## src/rtl/wb_host_master.sv

```systemverilog
// Wishbone B4 classic initiator: turns one command into one bus cycle and returns one response.
// A cycle that sees no acknowledge within TIMEOUT cycles is aborted and reported as an error.
module wb_host_master #(
    parameter int unsigned TIMEOUT = 255,
    parameter int unsigned TW      = 8
) (
    input  logic        io_wbs_clk,
    input  logic        io_wbs_rst_n,
    input  logic        cmd_valid,
    output logic        cmd_ready,
    input  logic        cmd_we,
    input  logic [31:0] cmd_adr,
    input  logic [31:0] cmd_dat,
    input  logic [3:0]  cmd_sel,
    output logic        rsp_valid,
    input  logic        rsp_ready,
    output logic [31:0] rsp_dat,
    output logic        rsp_err,
    output logic        busy,
    output logic [31:0] io_wbm_adr,
    output logic [31:0] io_wbm_datwr,
    input  logic [31:0] io_wbm_datrd,
    output logic        io_wbm_we,
    output logic [3:0]  io_wbm_sel,
    output logic        io_wbm_stb,
    output logic        io_wbm_cyc,
    input  logic        io_wbm_ack
);

    typedef enum logic [1:0] {
        IDLE = 2'd0,
        BUS  = 2'd1,
        RESP = 2'd2
    } state_t;

    localparam logic [TW-1:0] CNT_LAST = TW'(TIMEOUT - 1);

    state_t        state, state_nxt;
    logic          we_q;
    logic [31:0]   adr_q;
    logic [31:0]   dat_q;
    logic [3:0]    sel_q;
    logic [TW-1:0] cnt;
    logic [31:0]   rsp_dat_q;
    logic          rsp_err_q;
    logic          accept;
    logic          timeout_hit;

    assign accept      = (state == IDLE) && cmd_valid;
    assign timeout_hit = (cnt == CNT_LAST);

    always_ff @(posedge io_wbs_clk or negedge io_wbs_rst_n) begin
        if (!io_wbs_rst_n) begin
            state <= IDLE;
        end else begin
            // NOTE: sequential state uses non-blocking assignments so every register samples pre-edge values.
            state <= state_nxt;
        end
    end

    always_ff @(posedge io_wbs_clk or negedge io_wbs_rst_n) begin
        if (!io_wbs_rst_n) begin
            we_q      <= 1'b0;
            adr_q     <= '0;
            dat_q     <= '0;
            sel_q     <= '0;
            cnt       <= '0;
            rsp_dat_q <= '0;
            rsp_err_q <= 1'b0;
        end else if (accept) begin
            we_q  <= cmd_we;
            adr_q <= cmd_adr;
            dat_q <= cmd_dat;
            sel_q <= cmd_sel;
            cnt   <= '0;
        end else if (state == BUS) begin
            // Saturate rather than wrap so a stuck count can never re-arm the timeout.
            if (cnt != '1) cnt <= cnt + TW'(1);
            if (io_wbm_ack) begin
                rsp_dat_q <= we_q ? dat_q : io_wbm_datrd;
                rsp_err_q <= 1'b0;
            end else if (timeout_hit) begin
                rsp_dat_q <= '0;
                rsp_err_q <= 1'b1;
            end
        end
    end

    always_comb begin
        // NOTE: every output gets a default first so no path through the case infers a latch.
        state_nxt    = state;
        cmd_ready    = 1'b0;
        rsp_valid    = 1'b0;
        busy         = 1'b1;
        io_wbm_cyc   = 1'b0;
        io_wbm_stb   = 1'b0;
        io_wbm_adr   = '0;
        io_wbm_datwr = '0;
        io_wbm_we    = 1'b0;
        io_wbm_sel   = '0;
        case (state)
            IDLE: begin
                cmd_ready = 1'b1;
                busy      = 1'b0;
                if (cmd_valid) state_nxt = BUS;
            end
            BUS: begin
                io_wbm_cyc   = 1'b1;
                io_wbm_stb   = 1'b1;
                io_wbm_adr   = adr_q;
                io_wbm_datwr = dat_q;
                io_wbm_we    = we_q;
                io_wbm_sel   = sel_q;
                // Ack takes priority over a coincident timeout.
                if (io_wbm_ack || timeout_hit) state_nxt = RESP;
            end
            RESP: begin
                rsp_valid = 1'b1;
                if (rsp_ready) state_nxt = IDLE;
            end
            default: state_nxt = IDLE;
        endcase
    end

    assign rsp_dat = rsp_dat_q;
    assign rsp_err = rsp_err_q;

endmodule
```

## config.mk

```make
export PLATFORM = sky130hd
export DESIGN_NAME = wb_host_master
export DESIGN_NICKNAME = d
export VERILOG_FILES = /design/src/rtl/wb_host_master.sv
export SDC_FILE = /design/constraint.sdc
export NUM_CORES = 1
export LEC_CHECK = 0
export ABC_AREA = 1
export CORE_MARGIN = 2
export CORE_UTILIZATION = 35
export CTS_CLUSTER_SIZE = 14
export DETAILED_ROUTE_END_ITERATION = 10
export GPL_TIMING_DRIVEN = 0
export PLACE_DENSITY = 0.76
export SYNTH_ARGS = -nofsm -noshare
export SYNTH_HDL_FRONTEND = slang
export SYNTH_SLANG_ARGS = --single-unit
```

## constraint.sdc

```tcl
create_clock -name io_wbs_clk -period 2.5 [get_ports io_wbs_clk]
set_clock_uncertainty 0.15 [all_clocks]
set_input_delay 0.75 -clock io_wbs_clk [delete_from_list [all_inputs] [get_ports io_wbs_clk]]
set_output_delay 0.75 -clock io_wbs_clk [all_outputs]
set_load 0.02 [all_outputs]
```

### Routing congestion map

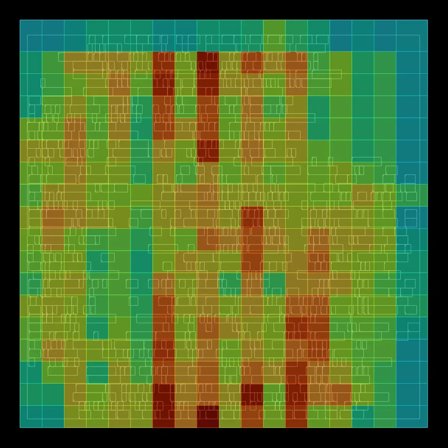
total track usage: 0.199
met2 usage: 0.318

### Cell classes on the final placement

(3 px per µm)
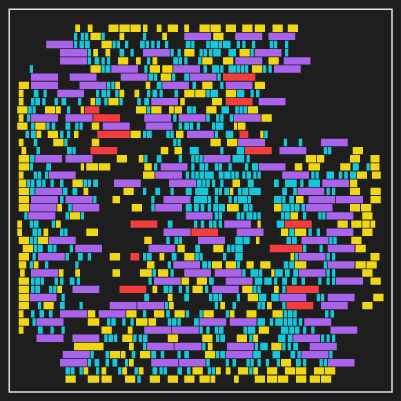
Key: cyan = remaining logic cells [cells 507]; red = clock drivers and dummy loads [cells 16]; purple = registers [cells 112]; yellow = remaining buffers and delay cells [cells 256]
design area: 0.00779 mm²
register share of the cell area: 0.360

[Yosys cell counts (all sizes together)]
master / count / area (µm²)
o22ai: 1 / 6.26
o31ai: 1 / 7.51
nand3: 27 / 135
nand4: 3 / 18.8
buf: 30 / 224
dfrtp: 112 / 2800
a211oi: 20 / 150
inv: 84 / 315
a21oi: 1 / 8.76
o211ai: 12 / 90.1
xor2: 2 / 17.5
nor2: 101 / 407
nand2: 180 / 693
ha: 2 / 25.0
o21ai: 73 / 365
clkbuf: 10 / 38.8
[kinds of logic after synthesis]
| logic type | after synthesis | synth area share |
|---|---|---|
| adders and majority gates | 2 | 0.00472 |
| DFF | 112 | 0.528 |
| AOI/OAI and AO/OA | 108 | 0.118 |
| and+or+nand+nor | 311 | 0.236 |
| buffers and inverters | 124 | 0.109 |
| xor gates and xnor gates | 2 | 0.00330 |
[worst max-delay path, delay by kind of cell, from the launching register on]
kind	cells	cell delay, ns
flops	1	0.36
simple gates	2	0.27
buf+inv	4	0.54
[routing by layer]
layer	up-vias	track usage	wire length [µm]
met1	2287	0.263	7130
met3	30	0.0482	974
met5	-	0	0
met4	0	0.0802	474
met2	149	0.318	7310
li1	2509	-	-
[registers in the layout (all words and copies together), names as in the netlist]
register and count:
we_q 1, rsp_err 1, dat_q 32, state 2, rsp_dat 32, cnt 8, sel_q 4, adr_q 32
[worst min-delay path by stage]
stage	to	slack [ns]	cells after the start
after CTS	adr_q[27]	0.13	1
after global placement	rsp_dat[22]	0.31	2
after detailed placement	rsp_dat[27]	0.31	2
final	adr_q[27]	0.13	1
after floorplan	adr_q[0]	0.30	0
after global routing	adr_q[27]	0.14	1
[area by class of cell]
class                           count  area share
Sequential cell                   112       0.360
Buffer                             39      0.0376
Timing Repair Buffer              217       0.237
Multi-Input combinational cell    423       0.247
Clock inverter                      6      0.0177
Inverter                           84      0.0408
Clock buffer                       10      0.0307
Tap cell                          184      0.0296
[power by group through the flow]
stage                     Clock, mW  Sequential [mW]  Combinational [mW]
after floorplan                   0             3.16                2.65
after global placement            0             2.94                5.02
after detailed placement          0             2.96                5.07
after CTS                      1.84             2.92                4.89
after global routing           1.92             3.01                5.27
final                          1.79             2.92                4.81
[timing repair]
action | 4_1_cts | 5_1_grt
setup endpoints to repair | 71 | 45
pin swaps | 1 | 0
hold buffers | 0 | 0
gates cloned | 0 | 0
setup buffers | 3 | 1
gates resized | 266 | 43
[through the flow]
step	setup TNS, ns	power [mW]	worst slack, ns	hold slack (ns)	cell area, µm²
2_1_floorplan	0	5.81	0.383	0.304	5310
3_3_place_gp	-454.52	7.96	-3.89	0.307	7660
3_5_place_dp	-20.04	8.03	-0.330	0.309	7690
4_1_cts	0	9.65	0.000177	0.135	7940
5_1_grt	-0.00191	10.2	-0.00191	0.142	7790
6_report	0	9.51	0.0866	0.125	7790
==> reports/results.txt <==
Status = completed
WP data arrival = 1.51 ns
Final estimated routing congestion in global placement = 0.884
Peak VDD IR = 0.000534 V
Mapped cell area = 0.00531 mm²
YS chip area = 0.00531 mm²
Fin. Hold Viols = 0
Critical Path RT = 1.60 ns
Core Util, Final = 0.532
Share of layout cells above drive strength 1 = 0.153
Vias = 4975
Initial antenna violation count = 0
FILL cells = 1454
Root buffer cell = clkbuf_16
First-pass GRT wire length = 25400 µm
Tool Warnings = 27
Routed via count divided by cell count = 4.63
Dominant logic cell type in the layout = nand2_1
Antenna viol nets, final = 0
Psw = 4.01 mW
Worst r2r src = state[1]
Comb power frac = 0.505
Buffer levels on the longest clock path = 2
Die width = 127 µm
Die Footprint = 0.0162 mm²
TritonCTS buffer count = 9
YS warnings = 0
Slew @ Worst Pin = 0.498 ns
Reg area = 0.00280 mm²
Synth Net Count = 767
Max_slew headroom = 0.668
Setup Viol. Count Final = 0
Clock H-tree levels = 3
Cells after synthesis = 659
Seq/Total Area, Yosys = 0.528
Placed cell count = 1056
Worst R2R End = adr_q[6]
Clk_lat worst skew = 0.35 ns
Core area = 0.0146 mm²
Pre-antenna DRT Iters = 4
Worst R2R Path Depth = 6
Unique cell types = 26
Worst-path clk slew = 0.08 ns
Register share of total power = 0.307
Final cell count without fillers = 1075
Crit Path Class = flop to primary output
Final net count = 994
Number of remaining DRC errors = 0
Max Slew Vio Count = 0
CTS tree = yes
Number of port buffers = 212
Vias in the first global route = 4867
Clock Sinks = 112
Crit path largest cell delay = 0.36 ns
Worst-path cell chain = inv_2 > nor2_4 > inv_4 > clkbuf_4 > nor2_1 > buf_2
Post-Synthesis Mean Instance Area = 8.05 µm²
Wirelength per Cell = 14.8 µm
Critical path endpoint = io_wbm_datwr[21]
Static Leak = 3.87 nW
Max Freq = 414 MHz
Crit start category = flop
Yosys cell count = 659
Critical Path End Type = primary output
Post-Route WL = 15900 µm
N_diodes = 0
Synthesized registers = 112
Iter 0 DRT Violations = 273
Reg2Reg Setup Slack = 0.73 ns
Pin count of the biggest net entering global routing = 79
Worst Path Max Fanout = 10
Comb area = 0.00192 mm²
Most frequent cells in the layout = nand2_1, clkdlybuf4s50_1, dfrtp_1
Worst Setup SP = state[0]
Clock power share = 0.188
Syn-to-layout area delta = 46.8%
Chip height = 127 µm
Global route overflow = 0
Switching Fraction = 0.422
Cell Pwr Density = 1220 mW/mm²
Floorplan core density = 0.362
Post-detail-place hpwl = 12000 µm
IO Pins = 213
Cell with the largest stage delay on the worst path = dfrtp_1
Tightest Hold Check Type = input pin to asynchronous set/reset pin
Max-cap viol count = 0
Row Count = 44
Fin crit share = 0.965
Period minus WS final = 2.41 ns
P_int = 5.50 mW
Power is estimated from default activity; no workload was simulated.
